--- config.mk ---
export PLATFORM = sky130hd
export DESIGN_NAME = sha_512_pad
export DESIGN_NICKNAME = d
export VERILOG_FILES = /design/src/rtl/sha_const.sv /design/src/rtl/sha_pad_mask.sv /design/src/rtl/sha_512_pad.sv
export SDC_FILE = /design/constraint.sdc
export NUM_CORES = 2
export LEC_CHECK = 0
export CAP_MARGIN = 20
export CORE_AREA = 2 2 482 484
export CTS_CLUSTER_DIAMETER = 80
export CTS_CLUSTER_SIZE = 20
export DETAILED_ROUTE_END_ITERATION = 6
export DIE_AREA = 0 0 484 486
export RECOVER_POWER = 50
export SETUP_SLACK_MARGIN = 0.15
export SLEW_MARGIN = 10
export SYNTH_ARGS = -nofsm -noshare
export SYNTH_HDL_FRONTEND = slang
export SYNTH_HIERARCHICAL = 1
export SYNTH_SLANG_ARGS = --single-unit
export TNS_END_PERCENT = 5
--- constraint.sdc ---
create_clock -name clk -period 4.59 [get_ports clk]
set_clock_uncertainty 0.05 [all_clocks]
set_input_delay 0.918 -clock clk [delete_from_list [all_inputs] [get_ports clk]]
set_output_delay 0.918 -clock clk [all_outputs]
set_load 0.01 [all_outputs]
--- src/rtl/sha_const.sv ---
// Shared constants and state encoding for the SHA-512 family message padder.
package sha_const;

  localparam int unsigned WordW    = 64;
  localparam int unsigned BlockW   = 1024;
  localparam int unsigned LenW     = 128;
  localparam int unsigned NumWords = 16;

  localparam logic [7:0] PadByte = 8'h80;

  typedef enum logic [1:0] {
    StFill,
    StFinal,
    StExtra,
    StEmit
  } pad_state_e;

endpackage

--- src/rtl/sha_pad_mask.sv ---
// Final-word byte mask: keeps the valid leading bytes, drops the 0x80 marker right after them
// and zeroes the rest. Byte counts above 8 saturate to 8.
module sha_pad_mask
  import sha_const::*;
(
  input  logic [WordW-1:0] data_i,
  input  logic [3:0]       bytes_i,
  output logic [WordW-1:0] data_o,
  output logic [3:0]       nbytes_o
);

  logic [3:0] nb;

  assign nb       = (bytes_i > 4'd8) ? 4'd8 : bytes_i;
  assign nbytes_o = nb;

  always_comb begin
    data_o = '0;
    for (int p = 0; p < 8; p++) begin
      if (4'(p) < nb) begin
        data_o[WordW-1-8*p -: 8] = data_i[WordW-1-8*p -: 8];
      end else if (4'(p) == nb) begin
        data_o[WordW-1-8*p -: 8] = PadByte;
      end
    end
  end

endmodule

--- src/rtl/sha_512_pad.sv ---
// FIPS 180-4 message padder: packs 64-bit words into 1024-bit blocks, appends the 0x80 marker
// and the 128-bit bit length, and tags each block with its index and operation.
module sha_512_pad
  import sha_const::*;
(
  input  logic              clk,
  input  logic              rst,
  input  logic [WordW-1:0]  In_Data,
  input  logic [3:0]        In_Bytes,
  input  logic              In_Last,
  input  logic [1:0]        In_Operation,
  input  logic              In_Valid,
  output logic              In_Ready,
  output logic [BlockW-1:0] Out_Data,
  output logic [LenW-1:0]   Out_Index,
  output logic [1:0]        Out_Operation,
  output logic              Out_Last,
  output logic              Out_Valid,
  input  logic              Out_Ready
);

  pad_state_e       state_q, state_d;
  logic [4:0]       wptr_q, wptr_d;
  logic [LenW-1:0]  len_q, len_d;
  logic [LenW-1:0]  index_q, index_d;
  logic [1:0]       op_q, op_d;
  logic             last_q, last_d;
  logic             pend_q, pend_d;      // an extra length-only block must follow
  logic             full_q, full_d;      // last word carried 8 bytes, marker still owed
  logic             pad_ext_q, pad_ext_d; // marker spills into the extra block
  logic [WordW-1:0] blk_q [NumWords];
  logic [WordW-1:0] blk_d [NumWords];

  logic [WordW-1:0] tail_word;
  logic [3:0]       tail_bytes;
  logic [4:0]       used;

  sha_pad_mask u_mask (
    .data_i   (In_Data),
    .bytes_i  (In_Bytes),
    .data_o   (tail_word),
    .nbytes_o (tail_bytes)
  );

  assign used          = wptr_q + {4'b0, full_q};
  assign In_Ready      = (state_q == StFill);
  assign Out_Valid     = (state_q == StEmit);
  assign Out_Index     = index_q;
  assign Out_Operation = op_q;
  assign Out_Last      = last_q;

  always_comb begin
    Out_Data = '0;
    for (int i = 0; i < NumWords; i++) begin
      Out_Data[BlockW-1-WordW*i -: WordW] = blk_q[i];
    end
  end

  always_comb begin
    state_d   = state_q;
    wptr_d    = wptr_q;
    len_d     = len_q;
    index_d   = index_q;
    op_d      = op_q;
    last_d    = last_q;
    pend_d    = pend_q;
    full_d    = full_q;
    pad_ext_d = pad_ext_q;
    for (int i = 0; i < NumWords; i++) begin
      blk_d[i] = blk_q[i];
    end

    unique case (state_q)
      StFill: begin
        if (In_Valid) begin
          blk_d[wptr_q[3:0]] = In_Last ? tail_word : In_Data;
          wptr_d = wptr_q + 5'd1;
          if (wptr_q == 5'd0 && index_q == '0) begin
            op_d = In_Operation;
          end
          if (In_Last) begin
            len_d   = len_q + {{(LenW-7){1'b0}}, tail_bytes, 3'b000};
            full_d  = (tail_bytes == 4'd8);
            state_d = StFinal;
          end else begin
            len_d = len_q + LenW'(64);
            if (wptr_q == 5'd15) begin
              last_d  = 1'b0;
              state_d = StEmit;
            end
          end
        end
      end

      StFinal: begin
        if (full_q && wptr_q < 5'd16) begin
          blk_d[wptr_q[3:0]] = {PadByte, 56'h0};
        end
        for (int i = 0; i < NumWords; i++) begin
          if (5'(i) >= used) blk_d[i] = '0;
        end
        pad_ext_d = full_q && (wptr_q == 5'd16);
        if (used <= 5'd14) begin
          blk_d[14] = len_q[LenW-1:WordW];
          blk_d[15] = len_q[WordW-1:0];
          last_d    = 1'b1;
        end else begin
          last_d = 1'b0;
          pend_d = 1'b1;
        end
        state_d = StEmit;
      end

      StExtra: begin
        for (int i = 0; i < NumWords; i++) begin
          blk_d[i] = '0;
        end
        if (pad_ext_q) blk_d[0] = {PadByte, 56'h0};
        blk_d[14] = len_q[LenW-1:WordW];
        blk_d[15] = len_q[WordW-1:0];
        last_d    = 1'b1;
        pend_d    = 1'b0;
        state_d   = StEmit;
      end

      StEmit: begin
        if (Out_Ready) begin
          index_d = index_q + LenW'(1);
          if (pend_q) begin
            state_d = StExtra;
          end else begin
            if (last_q) begin
              index_d = '0;
              len_d   = '0;
            end
            wptr_d  = '0;
            state_d = StFill;
          end
        end
      end

      default: state_d = StFill;
    endcase
  end

  always_ff @(posedge clk) begin
    if (!rst) begin
      state_q   <= StFill;
      wptr_q    <= '0;
      len_q     <= '0;
      index_q   <= '0;
      op_q      <= '0;
      last_q    <= 1'b0;
      pend_q    <= 1'b0;
      full_q    <= 1'b0;
      pad_ext_q <= 1'b0;
      for (int i = 0; i < NumWords; i++) begin
        blk_q[i] <= '0;
      end
    end else begin
      state_q   <= state_d;
      wptr_q    <= wptr_d;
      len_q     <= len_d;
      index_q   <= index_d;
      op_q      <= op_d;
      last_q    <= last_d;
      pend_q    <= pend_d;
      full_q    <= full_d;
      pad_ext_q <= pad_ext_d;
      for (int i = 0; i < NumWords; i++) begin
        blk_q[i] <= blk_d[i];
      end
    end
  end

endmodule

==> images/wires.png <==
Two of the layers only.
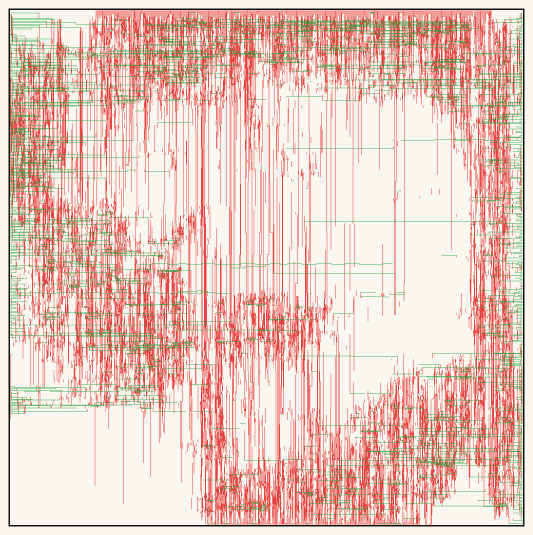
colour	layer	wire length
green	metal 3	26.9 mm
red	metal 2	132 mm

==> images/layer_met4.png <==
Supply wires on this layer in grey.
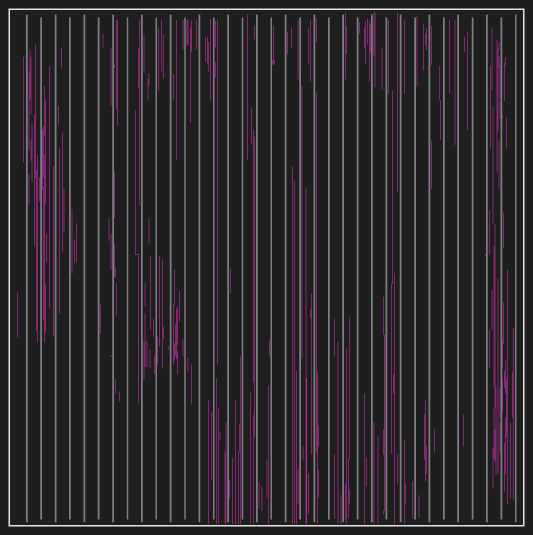
share of all routed wire	5.5%
nets with wire on the layer	179
longest straight run	339 um

==> images/clocks.png <==
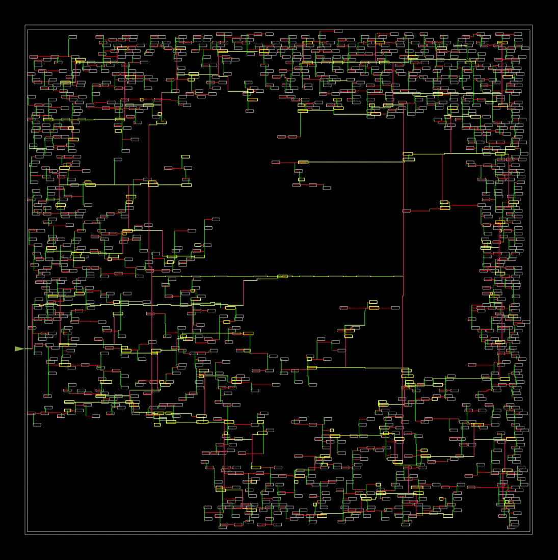
worst-skew pair later-pin latency: 0.80 ns
power of the clock network: 10.0 mW

==> images/layer_met1.png <==
Supply wires on this layer in grey.
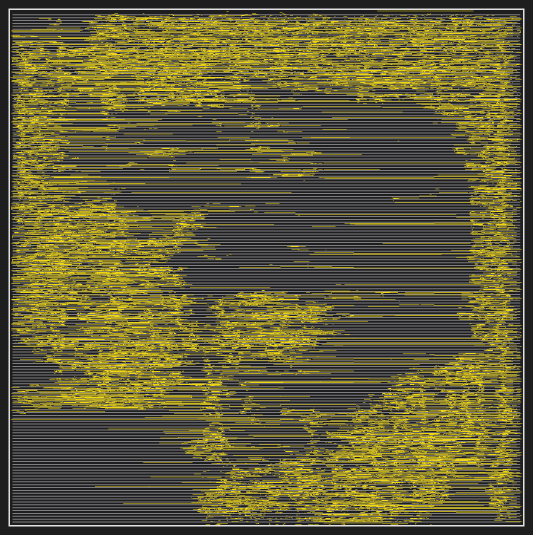
share of all routed wire	41%
nets with wire on the layer	5938
wire length on this layer	119 mm
longest straight run	239 um

flip-flops by register name (all words and copies together) (netlist names):
name	cells
Out_Index	128
blk_q	1024
len_q	125
state_q	2
full_q	1
pad_ext_q	1
pend_q	1
Out_Operation	2
wptr_q	5
Out_Last	1
worst max-delay path, stage by stage, from the launching register on:
cell     delay (ns)
dfxtp_1        0.40
ha_1           0.30
ha_1           0.38
nand4_1        0.17
buf_4          0.23
o32a_1         0.41
nand3_1        0.30
o21ai_0        0.55
or2_4          0.72
buf_4          0.41
o22ai_1        0.12
synthesized netlist by cell type, drive strengths merged, types with 68 or more instances:
cell,n
nand3,242
or3,75
nor3,111
o22ai,130
nand4,139
nand2,397
o21ai,90
nor2,314
xnor2,83
a22oi,130
a21oi,236
or4,72
dfxtp,1290
nor4,89
mux2i,68
a22o,694
clkbuf,383
cell usage in the layout (no fill, tap or decap), types with 63 or more instances in the layout:
cell and instances:
a21oi_1 231, a22o_1 694, a22oi_1 130, buf_4 215
clkbuf_16 105, clkdlybuf4s50_1 96, dfxtp_1 1290, dlygate4sd3_1 1132
inv_1 65, mux2i_1 68, nand2_1 395, nand3_1 241
nand4_1 137, nor2_1 289, nor3_1 70, nor4_1 84
o21ai_0 86, o221ai_1 63, o22ai_1 130, o2bb2ai_1 64
or3_1 75, or4_1 72, xnor2_1 83
kinds of logic (layout without fill, tap and decap cells):
family | count (synthesis) | after routing
mux | 69 | 69
fa+ha+maj | 20 | 20
compound gates | 1562 | 1562
buf+inv | 486 | 1723
xor+xnor | 129 | 129
other cells | 0 | 16
simple gates | 1658 | 1658
flops | 1290 | 1290
metrics by stage:
stage	setup WS (ns)	total power, mW	instances
2_1_floorplan	0.993	15.3	5214
3_3_place_gp	0.296	19.9	9302
3_5_place_dp	0.310	20.0	9304
4_1_cts	0.410	30.0	9475
5_1_grt	0.213	30.5	9483
6_report	0.390	29.6	9493
report_power, final:
| part | switching (mW) | total, mW | internal, mW | leakage (nW) |
|---|---|---|---|---|
| Sequential | 0.277 | 11.9 | 11.6 | 10.4 |
| Combinational | 5.72 | 7.68 | 1.97 | 15.8 |
| Clock | 5.21 | 10.0 | 4.81 | 1.76 |
routing by layer:
layer	routed length (um)	global-route usage	share of wire
met1	119000	0.300	0.41
met2	132000	0.371	0.45
met3	26900	0.0598	0.092
met4	16000	0.115	0.055
met5	0	0	0
how the worst max path moves through the flow:
stage | to | slack, ns
floorplan | len_q[77] | 0.99
global placement | len_q[111] | 0.30
detailed placement | len_q[119] | 0.31
CTS | blk_q[1][254] | 0.41
global route | len_q[18] | 0.21
finish | blk_q[1][243] | 0.39
layout make-up:
type	instances	area (um2)	share of cell area
Tap cell	3026	3790	0.0532
Multi-Input combinational cell	3438	23000	0.323
Timing Repair Buffer	1486	14600	0.206
Clock inverter	58	947	0.0133
Sequential cell	1290	25800	0.363
Clock buffer	113	2720	0.0382
Antenna cell	16	40.0	0.000563
Inverter	66	255	0.00359
==> impl_metrics.py <==
# Flow results
metrics = {
    "run_status": {
        "outcome": "finished with violations",
        "violations": "capacitance limit, slew limit",
    },
    "critical_path": {
        "r2r_end": "blk_q[1][243]",
        "cp.required_ns": 5.17,
    },
    "sta": {
        "post-route-min-period_ns": 4.20,
        "setup_tns_ns": 0,
        "final-max-slew-violation-count": 43,
    },
    "final_layout": {
        "drive_gt1_frac": 0.0865,
    },
    "clock_tree": {
        "clockBufferDepth": 3,
        "cts_hold_buffers": 0,
        "numCtsBuffers": 104,
        "path_clk_slew_ns": 0.08,
        "clock_sinks": 1290,
    },
    "placement": {
        "portBuffers": 1231,
        "placed_cell_area_um2": 67500,
    },
    "synthesis": {
        "ys_seq_frac": 0.516,
        "ys_cells": 5214,
        "yosysWarningCount": 6,
        "syn_avg_cell_area_um2": 9.61,
        "logic_family": "AND-OR/OR-AND gates",
        "synthesis.nets": 5309,
    },
    "routing": {
        "drc_errors": 0,
        "antenna_left": 0,
    },
    "run": {
        "max_cap_violations": 2,
    },
    "worst_hold_path": {
        "worstHoldStart": "blk_q[1][255]",
    },
    "die": {
        "die_height_um": 486,
        "ioPinCount": 1232,
    },
    "global_route": {
        "grt.overflow.total": 0,
    },
}
Power and IR drop assume default switching activity.
